File: config.mk
export PLATFORM = sky130hd
export DESIGN_NAME = serial_deser
export DESIGN_NICKNAME = d
export VERILOG_FILES = /design/src/rtl/serial_deser_pkg.sv /design/src/rtl/deser_out_buf.sv /design/src/rtl/serial_deser.sv
export SDC_FILE = /design/constraint.sdc
export NUM_CORES = 1
export LEC_CHECK = 0
export CAP_MARGIN = 10
export CORE_AREA = 2 2 41 43
export CTS_CLUSTER_DIAMETER = 60
export DETAILED_ROUTE_END_ITERATION = 8
export DIE_AREA = 0 0 43 45
export PLACE_DENSITY = 0.78
export SKIP_CTS_REPAIR_TIMING = 1
export SLEW_MARGIN = 20
export SYNTH_ARGS = -nofsm -noshare
export SYNTH_HDL_FRONTEND = slang
export SYNTH_SLANG_ARGS = --single-unit
File: constraint.sdc
create_clock -name clk -period 2 [get_ports clk]
set_input_delay 0.4 -clock clk [delete_from_list [all_inputs] [get_ports clk]]
set_output_delay 0.4 -clock clk [all_outputs]
set_load 0.005 [all_outputs]
File: src/rtl/serial_deser_pkg.sv
// serial_deser_pkg: frame state encoding and bit-order constants shared by serial_deser.
package serial_deser_pkg;
    typedef enum logic [1:0] {IDLE, SHIFT, PARITY} state_e;
    localparam logic DIR_LSB = 1'b0;
    localparam logic DIR_MSB = 1'b1;
endpackage

File: src/rtl/deser_out_buf.sv
// deser_out_buf: one-entry word buffer with valid/ready handshake; drop flags a load into a full, unpopped buffer.
module deser_out_buf #(
    parameter int N = 4
) (
    input  logic         clk,
    input  logic         reset_n,
    input  logic         load,
    input  logic [N-1:0] data_in,
    output logic [N-1:0] word,
    output logic         word_valid,
    input  logic         word_ready,
    output logic         drop
);
    logic [N-1:0] word_q, word_d;
    logic         valid_q, valid_d;

    always_comb begin
        drop    = load && valid_q && !word_ready;
        word_d  = (load && !drop) ? data_in : word_q;
        valid_d = (load && !drop) || (valid_q && !word_ready);
    end

    always_ff @(posedge clk) begin
        if (!reset_n) begin
            word_q  <= '0;
            valid_q <= 1'b0;
        end else begin
            word_q  <= word_d;
            valid_q <= valid_d;
        end
    end

    assign word       = word_q;
    assign word_valid = valid_q;
endmodule

File: src/rtl/serial_deser.sv
// serial_deser: serial-to-parallel receiver framed by sof, LSB- or MSB-first, with sticky overflow/frame_err.
// Define SERIAL_DESER_PARITY_EN to require a trailing even-parity bit per frame.
module serial_deser
    import serial_deser_pkg::*;
#(
    parameter int N = 4
) (
    input  logic         clk,
    input  logic         reset_n,
    input  logic         din,
    input  logic         din_valid,
    input  logic         sof,
    input  logic         dir,
    output logic [N-1:0] word,
    output logic         word_valid,
    input  logic         word_ready,
    output logic         busy,
    output logic         overflow,
    output logic         frame_err,
    input  logic         clr_status
);
    localparam int CNT_W = $clog2(N + 1);

    state_e           state_q, state_d;
    logic [N-1:0]     sh_q, sh_d, data_q, data_d;
    logic [CNT_W-1:0] cnt_q, cnt_d;
    logic             dir_q, dir_d, load_q, load_d;
    logic             overflow_q, overflow_d, frame_err_q, frame_err_d;
    logic             fe_set, drop;

    function automatic logic [N-1:0] shift_in(input logic [N-1:0] sh, input logic b, input logic d);
        return (d == DIR_MSB) ? {sh[N-2:0], b} : {b, sh[N-1:1]};
    endfunction

    always_comb begin
        state_d = state_q;
        sh_d    = sh_q;
        cnt_d   = cnt_q;
        dir_d   = dir_q;
        load_d  = 1'b0;
        fe_set  = 1'b0;
        if (din_valid) begin
            if (sof) begin
                fe_set  = state_q != IDLE;
                state_d = SHIFT;
                dir_d   = dir;
                sh_d    = shift_in('0, din, dir);
                cnt_d   = CNT_W'(1);
            end else if (state_q == SHIFT) begin
                sh_d  = shift_in(sh_q, din, dir_q);
                cnt_d = cnt_q + CNT_W'(1);
                if (cnt_q == CNT_W'(N - 1)) begin
`ifdef SERIAL_DESER_PARITY_EN
                    state_d = PARITY;
`else
                    state_d = IDLE;
                    cnt_d   = '0;
                    load_d  = 1'b1;
`endif
                end
`ifdef SERIAL_DESER_PARITY_EN
            end else if (state_q == PARITY) begin
                state_d = IDLE;
                cnt_d   = '0;
                load_d  = ~(^sh_q ^ din);
                fe_set  = ^sh_q ^ din;
`endif
            end
        end
        data_d      = sh_d;
        overflow_d  = drop || (overflow_q && !clr_status);
        frame_err_d = fe_set || (frame_err_q && !clr_status);
    end

    // The completed word waits one cycle here, so delivery lands on the edge after the last bit.
    always_ff @(posedge clk) begin
        if (!reset_n) begin
            state_q     <= IDLE;
            sh_q        <= '0;
            cnt_q       <= '0;
            dir_q       <= DIR_LSB;
            load_q      <= 1'b0;
            data_q      <= '0;
            overflow_q  <= 1'b0;
            frame_err_q <= 1'b0;
        end else begin
            state_q     <= state_d;
            sh_q        <= sh_d;
            cnt_q       <= cnt_d;
            dir_q       <= dir_d;
            load_q      <= load_d;
            data_q      <= data_d;
            overflow_q  <= overflow_d;
            frame_err_q <= frame_err_d;
        end
    end

    deser_out_buf #(.N(N)) u_buf (
        .clk        (clk),
        .reset_n    (reset_n),
        .load       (load_q),
        .data_in    (data_q),
        .word       (word),
        .word_valid (word_valid),
        .word_ready (word_ready),
        .drop       (drop)
    );

    assign busy      = state_q != IDLE;
    assign overflow  = overflow_q;
    assign frame_err = frame_err_q;
endmodule

Fig. 1: met3 routing
The bar under the picture is 10 um long.
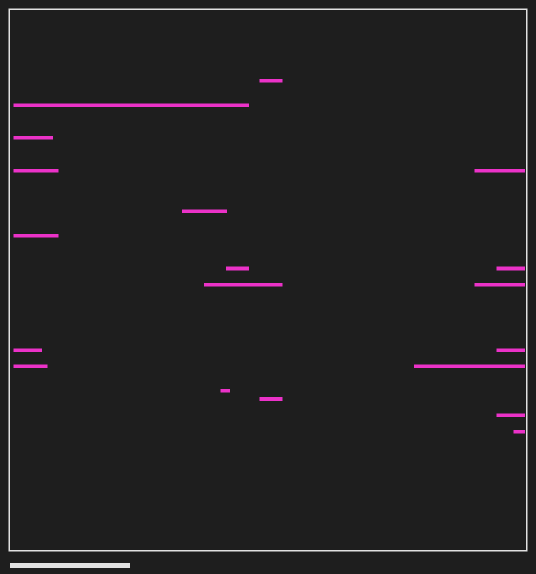
wire length on this layer = 72.2 um
nets with wire on the layer = 15
longest straight run = 19.3 um
main direction = horizontal

Fig. 2: placement by cell class
Fill, decap, tap and diode cells in gray.
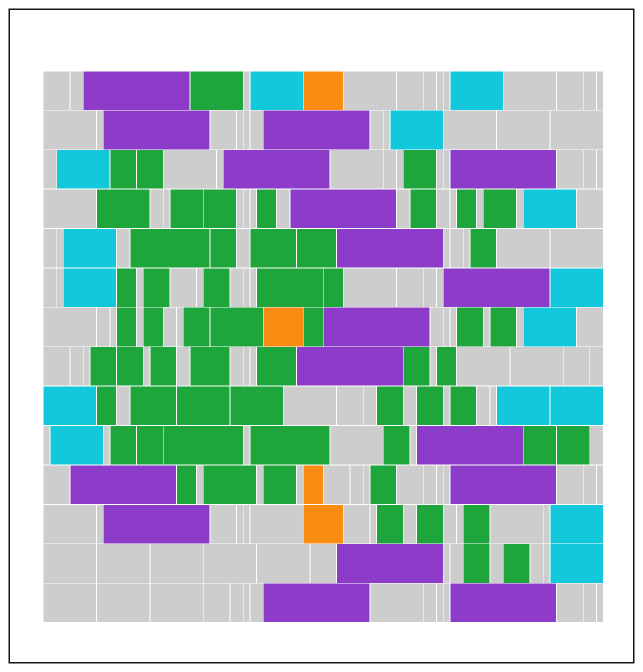
orange -> clock drivers and dummy loads  # cells 4, share of their area 3.0%
green -> all other logic  # cells 58, share of their area 42%
purple -> flip-flops  # cells 17, share of their area 38%
cyan -> other buffers and delay cells  # cells 15, share of their area 17%

==> impl_metrics.yaml <==
# yosys + openroad results
synth:
  compound_area_frac: 0.246
  synth-edff-count: 0
  yosysWarnings: 0
  ys_types: 24
  xor_area_frac: 0
  async_reset_ff_frac: 0
  avgSynthCellArea_um2: 9.40
  yosysTopAreaCellShare: 0.464
floorplanning:
  taps: 16
  die-height_um: 45
  coreArea_um2: 1470
  dieWidth_um: 43
pwr:
  power.density_nw_per_um2: 655
  switching_share: 0.233
drt:
  drc: 0
  routed_wl_mm: 1.43
  drtAntennaViolNets: 0
  viasPerCell: 5.63
job:
  openroad.warnings: 26
global_routing:
  grt_start_max_net_pins: 13
finish:
  final-nonclk-buf-share: 0.166
  sh_comb_area: 0.395
  nNonClkBuffers: 15
  flops: 17
  layout-drive-gt1-share: 0.0745
  final-comb-area_um2: 358
setup_path:
  r2r-start: "dir_q"
  critPathRequiredTime_ps: 1600
  critPathCaptureType: "output pin"
  endpoint: "busy"
  crit_chain: "clkdlybuf4s50_1"
  path_delay_family: "buffers and inverters"
  crit_type: "flip-flop to output pin"
  crit_arrival_ps: 1300
  start_kind: "flip-flop"
  worstSetupStartpoint: "state_q[0]"
final_timing:
  tightest_slew_ps: 376
  fin_crit_sh: 0.849
  rsz0062_at_grt: "no"
  fmax_mhz: 589
clock_network:
  clock-root-buffer: "clkbuf_4"
  cts-buffers-inserted: 3
  clock_path_buffers: 2
  clock_sinks: 17
place:
  hpwl_mm: 1.03
status:
  status: "completed"
Fig. 3: met1 routing
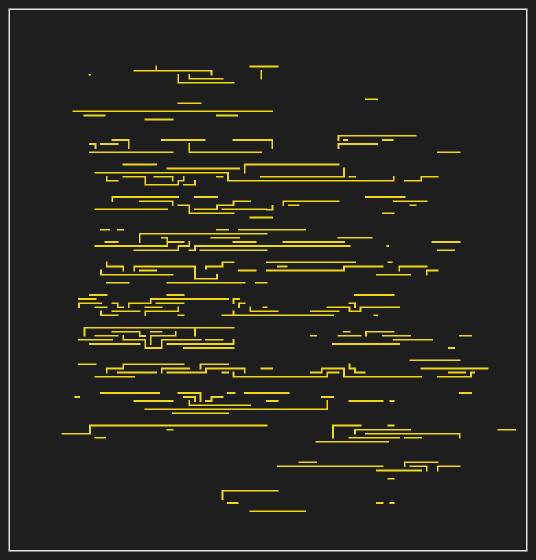
nets with wire on the layer = 87
longest straight run = 16.6 um

Fig. 4: wiring heat map
The bar under the picture is 10 um long. The die is cut into 9 by 9 equal tiles; dark blue is low, red is high, scaled to the fullest tile. Values are wire area over tile area, all layers added.
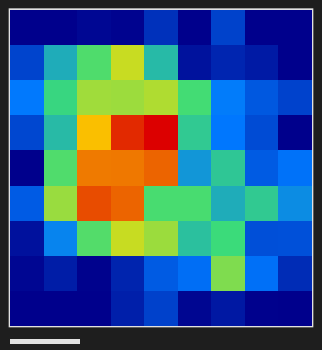
emptiest ninth of the die = top right
densest ninth of the die = middle
fullest tile = 0.40
tiles over half the peak = 27%
mean over tiles = 0.12

metal layers:
layer	share of wire	global-route usage
met3	0.050	0.0400
met1	0.45	0.208
met2	0.46	0.276
met4	0.039	0.127
met5	0	0
layout by cell type (no fill, tap or decap), types with 2 or more instances in the layout:
cell              n
dfxtp_1          17
clkdlybuf4s50_1  15
a21oi_1          11
nand3_1           7
o21ai_0           6
nor2_1            4
inv_1             3
o211a_1           3
nand2_1           3
nor2b_1           3
nand2b_1          3
clkbuf_4          3
o21ai_1           2
mux2_4            2
a22oi_1           2
mux2i_1           2
power groups by stage:
stage,Combinational (mW),Clock (mW),Sequential (mW)
after CTS,0.0569,0.186,0.355
final,0.0565,0.182,0.355
after floorplan,0.0344,0,0.360
after global placement,0.0555,0,0.362
after global routing,0.0625,0.205,0.357
after detailed placement,0.0565,0,0.363
sequential cells by signal (all words and copies together) (netlist names):
signal / flops
cnt_q: 3
data_q: 4
dir_q: 1
frame_err: 1
load_q: 1
overflow: 1
state_q: 1
u_buf.word: 4
u_buf.word_valid: 1
metrics by stage:
| step | setup slack, ps | util | hold WS [ps] | power, mW |
|---|---|---|---|---|
| 2_1_floorplan | 954 | - | 438 | 0.394 |
| 3_3_place_gp | 302 | 0.598 | 453 | 0.418 |
| 3_5_place_dp | 265 | 0.598 | 458 | 0.419 |
| 4_1_cts | 306 | 0.616 | 471 | 0.598 |
| 5_1_grt | 244 | 0.616 | 496 | 0.624 |
| 6_report | 302 | 0.616 | 471 | 0.594 |
synthesized netlist by cell type (2+ instances only):
master	number
mux2_4	2
o21ai_1	2
nand2_1	3
a21oi_1	11
a22oi_1	2
o211a_1	3
inv_1	3
dfxtp_1	17
nand3_1	7
o21ai_0	6
nor2b_1	3
nand2b_1	3
mux2i_1	2
nor2_1	4
No activity file was given, so power comes from the tool's default toggle rates.
